Design uart_rx_engine, sky130hd; sources not shown.
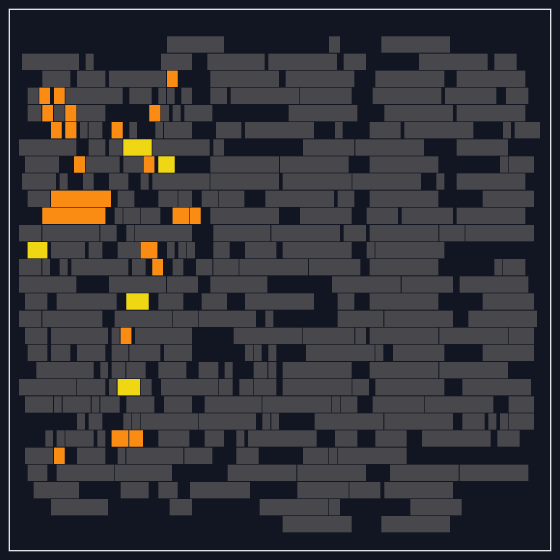
**Above:** run 1 (gate-type map).
inverting AOI/OAI gates -> orange  # cells 21, most used o21ai_0
AND-OR and OR-AND gates -> yellow  # cells 5
dominant logic cell type in the layout: edfxtp_1
Layout Cells excl Fill: 394
logic share of the area: 29.28%

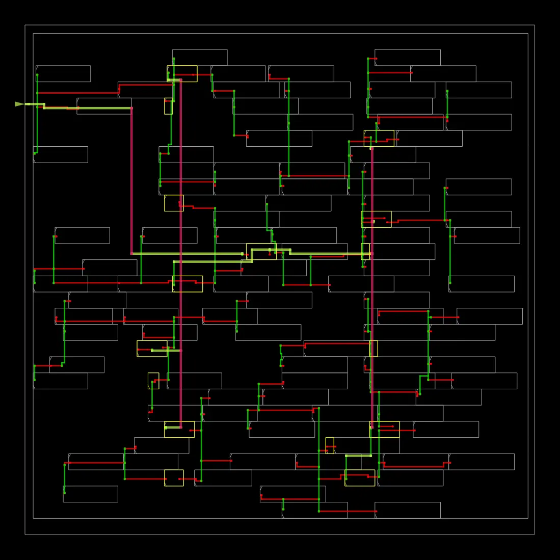
**Above:** run 1 (clock routing).
CTS sink cnt: 96
Latency at later pin: 0.36 ns
Clock Buffer Count: 9

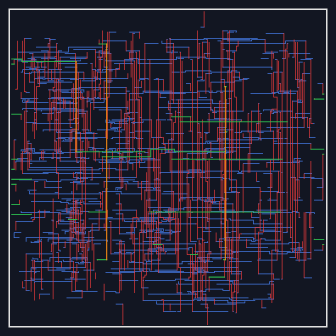
**Above:** run 1 (routed metal, one color a layer).
met1 -> blue  # wire length 2,900 µm
met2 -> red  # wire length 3,730 µm
met3 -> green  # wire length 221 µm
met4 -> orange  # wire length 130 µm
Avg WL per Cell: 17.71 µm
Post-Route WL: 6.977 mm
GRT Util Overall: 21.61%
vias: 2,183

==> results_dict.tcl, run 1 <==
# flow metrics
set metrics [dict create \
    status "finished clean" \
    powerComb_mw 1.71 \
    p_sw_mw 1.511 \
    logic_area_um2 1378 \
    coreArea_um2 6794 \
    dpl_cell_area_um2 4492 \
    p_seq_share_pct 42.6 \
    finalClockPeriodUsage_pct 96.48 \
    flops 96 \
    postCtsSetupBuffers 0 \
    ctsHoldBuffers 0 \
    cellLeakagePower_nw 1.855 \
    hold_viol_final 0 \
    pre_cts_ws_ns -0.5418 \
    hold_path.class "in -> async" \
    tns_ns 0 \
    grtUsageMet3_pct 3.465 \
    chip_area_um2 7350 \
    cp_top_family "multiplexers" \
    ys_cells 263 \
    start_kind "register" \
    synth-edff-count 64 \
    signal_buffers 30 \
    avgSynthCellArea_um2 15.99 \
    cp_num_cells 6 \
    power_leader "registers" \
    worstPathCellList "buf_6 -> buf_12 -> mux4_2 -> mux2i_1 -> nor2_1 -> clkdlybuf4s15_2" \
    die_h_um 85.73 \
    nWellTaps 96 \
    fillers 491 \
    power_mw 4.378 \
    drv_cap 0 \
    io_pins 18 \
    setup_ws_ns 0.09425 \
    io_buffer_count 17 \
    path_buffers 3 \
    netlist_area_um2 4207 \
    logic_gates 142 \
    finClkSkew_ns 0.01123 \
    first_pass_iters 4 \
    p_seq_mw 1.86 \
    rr_worst_depth 10 \
    cp_max_fo 10 \
    r2r_slack_ns 0.17 \
    power_per_cell_area_nw_per_um2 930.7 \
    grt.met1_usage_pct 26.42 \
    max_freq_mhz 386.7 \
    htree_levels 3 \
    finalHoldWorstSlack_ns 0.2107 \
    drv_slew 0 \
    synthTopCellsByArea "edfxtp_1, dfrtp_1, mux4_2" \
    hpwl_mm 4.648 \
    ff_type "edfxtp_1" \
    drtAntennaViolNets 0 \
    biggestCellCategory "registers" \
    worstPathRequired_ns 2.14 \
    die_w_um 85.73 \
    drc_errors 0 \
    fp_nets 288 \
    slew_headroom_pct 38.40 \
    fin_crit_ns 2.586 \
    synth_top_cell_by_area "edfxtp_1" \
    worst_pin_slew_ns 0.9206 \
    p_clk_uw 801 \
    ys_seq_share_pct 64.78 \
    largest_reg_flops 64 \
    buf_share_pct 5.665 \
    ys_types 47 \
    overflow 0 \
    async_flop_share_pct 33.33 \
    grt_pass1_wl_mm 11.32 \
    grt.busiest_layer "met2" \
    cp_slowest_cell "mux4_2" \
    crit_arrival_ns 2.05 \
    cts_buffers 9 \
    top_area_share_pct 45.69 \
    intPower_mw 2.868 \
    tritoncts "done" \
    viasPerCell 5.541 \
    ys_area_um2 4207 \
    nets 318 \
    seq_share_pct 57.95 \
    drive_gt1_share_pct 23.15 \
    syn_to_final_growth_pct 11.84 \
    inv_count 14 \
    cts_root_buffer "clkbuf_8" \
    drt_first_iter_violations 99 \
    clk_pin_slew_ns 0.09 \
    flop_area_um2 2726 \
    setup_viol 0 \
    num_rows 30 \
    crit_type "reg -> out" \
    sw_frac_of_total_pct 34.50 \
    num_antenna_cells 0 \
]
run 1: through the flow:
stage               util (%)  cells
finish                 69.24    394
global route           69.24    394
CTS                    68.78    390
detailed placement     66.11    376
global placement       66.19    376
floorplan                  -    263
run 1: logic make-up (layout without fill, tap and decap cells):
family,Yosys count,in the layout,synth area share [%]
XOR/XNOR,5,5,1.041
AND/OR/NAND/NOR,58,58,7.169
AND-OR/OR-AND,26,26,4.908
adder cells (fa/ha/maj),19,19,5.830
flip-flops,96,96,64.78
buffers and inverters,25,60,2.766
multiplexers,34,34,13.50
run 1: per-layer routing:
| layer | share of wire, % | up-vias |
|---|---|---|
| li1 | - | 1044 |
| met1 | 42 | 1088 |
| met2 | 53 | 41 |
| met3 | 3.2 | 10 |
| met4 | 1.8 | 0 |
| met5 | 0 | - |
run 1: cell usage in the layout, fill, tap and decap left out, types with 3 or more instances in the layout:
master	synthesis	routed
edfxtp_1	64	64
mux2_4	4	4
mux2_2	3	3
dfrtp_1	30	29
and3_1	3	3
clkinv_1	0	4
mux2_1	3	3
nand2_1	9	9
clkbuf_8	0	9
mux2i_1	8	8
xor2_1	3	3
a21oi_1	6	6
nor2_1	21	21
buf_2	3	5
nand2b_1	5	5
inv_1	13	13
o21ai_0	8	8
mux4_2	16	16
clkdlybuf4s50_1	0	7
buf_4	5	8
ha_1	18	18
clkdlybuf4s15_2	0	6
run 1: synthesized netlist by cell type (all sizes together), types with 2 or more instances:
cell	n
xor2	3
nand2	9
xnor2	2
nor2	21
nor3b	2
dfrtp	30
nand3b	2
nor3	4
mux4	16
dfstp	2
inv	14
and3	3
ha	18
o31ai	2
edfxtp	64
mux2	10
a21oi	6
mux2i	8
o21ai	9
nor2b	2
buf	9
and3b	3
clkbuf	2
nand3	2
nand2b	5
and2b	2
==> run 2, diff against run 1 <==
Settings changed: CTS_CLUSTER_DIAMETER from default to 30.
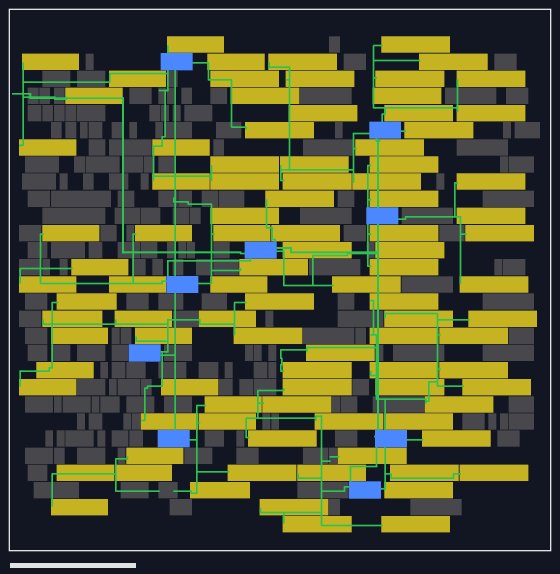
**Above:** run 2 (clock distribution).
The bar under the picture is 20 µm long.
clock wires -> green  # length 952 µm
cells driving clock nets -> blue  # count 9
flip-flops -> yellow  # count 96
flops lie = all over the die
routed clock nets = 10
Fin Clk Skew: 0.01123 ns
clock network power share: 18.3%

==> run 2 against run 1 <==
First-iteration DRC count is the same. Combinational power about the same. Fmax unchanged. Sequential cell count stayed put. Clock skew did not move. Synthesized area did not move. Clock power is essentially flat. Global-route usage stayed put.
==> results_dict.tcl, run 2 <==
# flow metrics
set metrics [dict create \
    max_freq_mhz 386.7 \
    flop_area_um2 2726 \
    avgSynthCellArea_um2 15.99 \
    slew_headroom_pct 38.40 \
    nets 318 \
    synth-edff-count 64 \
    worst_pin_slew_ns 0.9206 \
    worstPathCellList "buf_6 -> buf_12 -> mux4_2 -> mux2i_1 -> nor2_1 -> clkdlybuf4s15_2" \
    final_cell_mix "edfxtp_1, dfrtp_1, nor2_1" \
    lay_top_count "edfxtp_1" \
    wirelength_mm 6.977 \
    wl_per_cell_um 17.71 \
    setup_viol 0 \
    p_seq_share_pct 42.6 \
    vias 2183 \
    cts_root_buffer "clkbuf_8" \
    rr_worst_depth 10 \
    async_flop_share_pct 33.33 \
    die_h_um 85.73 \
    worstPathRequired_ns 2.14 \
    cp_top_family "multiplexers" \
    intPower_mw 2.868 \
    coreArea_um2 6794 \
    cp_slowest_cell "mux4_2" \
    num_rows 30 \
    ys_seq_share_pct 64.78 \
    drive_gt1_share_pct 23.15 \
    worst_skew_pair.late_latency_ns 0.36 \
    cp_max_fo 10 \
    die_w_um 85.73 \
    cts_buffers 9 \
    ys_area_um2 4207 \
    fp_nets 288 \
    start_kind "register" \
    setup_ws_ns 0.09425 \
    drc_errors 0 \
    netlist_area_um2 4207 \
    cp_num_cells 6 \
    tritoncts "done" \
    hpwl_mm 4.648 \
    num_antenna_cells 0 \
    viasPerCell 5.541 \
    tns_ns 0 \
    hold_viol_final 0 \
    io_pins 18 \
    cellLeakagePower_nw 1.855 \
    power_mw 4.378 \
    logic_area_um2 1378 \
    status "finished clean" \
    dr_wl_met3_um 221 \
    drv_slew 0 \
    overflow 0 \
    clock_sinks 96 \
    grt_pass1_wl_mm 11.32 \
    fillers 491 \
    syn_to_final_growth_pct 11.84 \
    yosysMostFrequentCell "edfxtp_1" \
    p_sw_mw 1.511 \
    dpl_cell_area_um2 4492 \
    drt_first_iter_violations 99 \
    htree_levels 3 \
    ff_type "edfxtp_1" \
    finalClockPeriodUsage_pct 96.48 \
    sw_frac_of_total_pct 34.50 \
    synth_top_cell_by_area "edfxtp_1" \
    top_cells_by_count "edfxtp_1, dfrtp_1, nor2_1, ha_1, mux4_2" \
    drtAntennaViolNets 0 \
    ys_types 47 \
    synthTopCellsByArea "edfxtp_1, dfrtp_1, mux4_2" \
    r2r_slack_ns 0.17 \
    wl_met1_mm 2.898 \
    ys_cells 263 \
    top_area_share_pct 45.69 \
    drv_cap 0 \
    largest_reg_flops 64 \
    first_pass_iters 4 \
    chip_area_um2 7350 \
    io_buffer_count 17 \
]
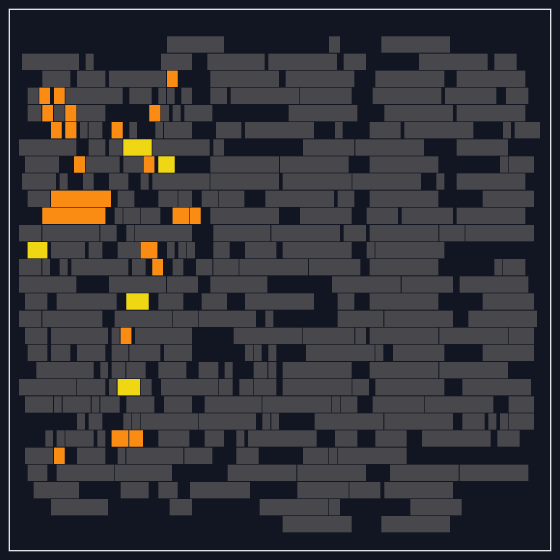
**Above:** run 2 (gate-type map).

[run 2: power by group through the flow]
stage | clock, mW | combinational [mW] | sequential, mW
global route | 0.875 | 1.88 | 1.88
detailed placement | 0 | 1.73 | 1.87
finish | 0.801 | 1.71 | 1.86
global placement | 0 | 1.68 | 1.86
floorplan | 0 | 1.27 | 1.85
CTS | 0.813 | 1.69 | 1.86
[run 2: per-stage QoR]
| stage | std cells | utilization, % | hold WS (ns) |
|---|---|---|---|
| 2_1_floorplan | 263 | - | 0.2404 |
| 3_5_place_dp | 376 | 66.11 | 0.3504 |
| 4_1_cts | 390 | 68.78 | 0.2324 |
| 6_report | 394 | 69.24 | 0.2107 |
| 3_3_place_gp | 376 | 66.19 | 0.3464 |
| 5_1_grt | 394 | 69.24 | 0.2740 |
[run 2: cells by family after synthesis]
family,synth area share (%)
xor+xnor,1.041
fa+ha+maj,5.830
flops,64.78
mux,13.50
compound gates,4.908
buf+inv,2.766
simple gates,7.169
[run 2: area by class of cell]
cell class | instances | share of cell area [%]
buffer | 9 | 1.596
clock buffer | 9 | 2.633
clock inverter | 7 | 0.7979
inverter | 14 | 1.117
multi-input combinational | 142 | 29.28
sequential | 96 | 57.95
tap | 96 | 2.553
timing repair buffer | 21 | 4.069
[run 2: what timing repair did]
action | 4_1_cts | 5_1_grt
resized | 38 | 1
setup endpoints to repair | 28 | 9
gates cloned | 0 | 0
setup buffers | 0 | 4
[run 2: per-layer routing]
metal	GRT usage, %	up-vias
met5	0	-
met4	9.848	0
met3	3.465	10
met2	38.11	41
met1	26.42	1088
li1	-	1044
No activity file was given, so power comes from the tool's default toggle rates.
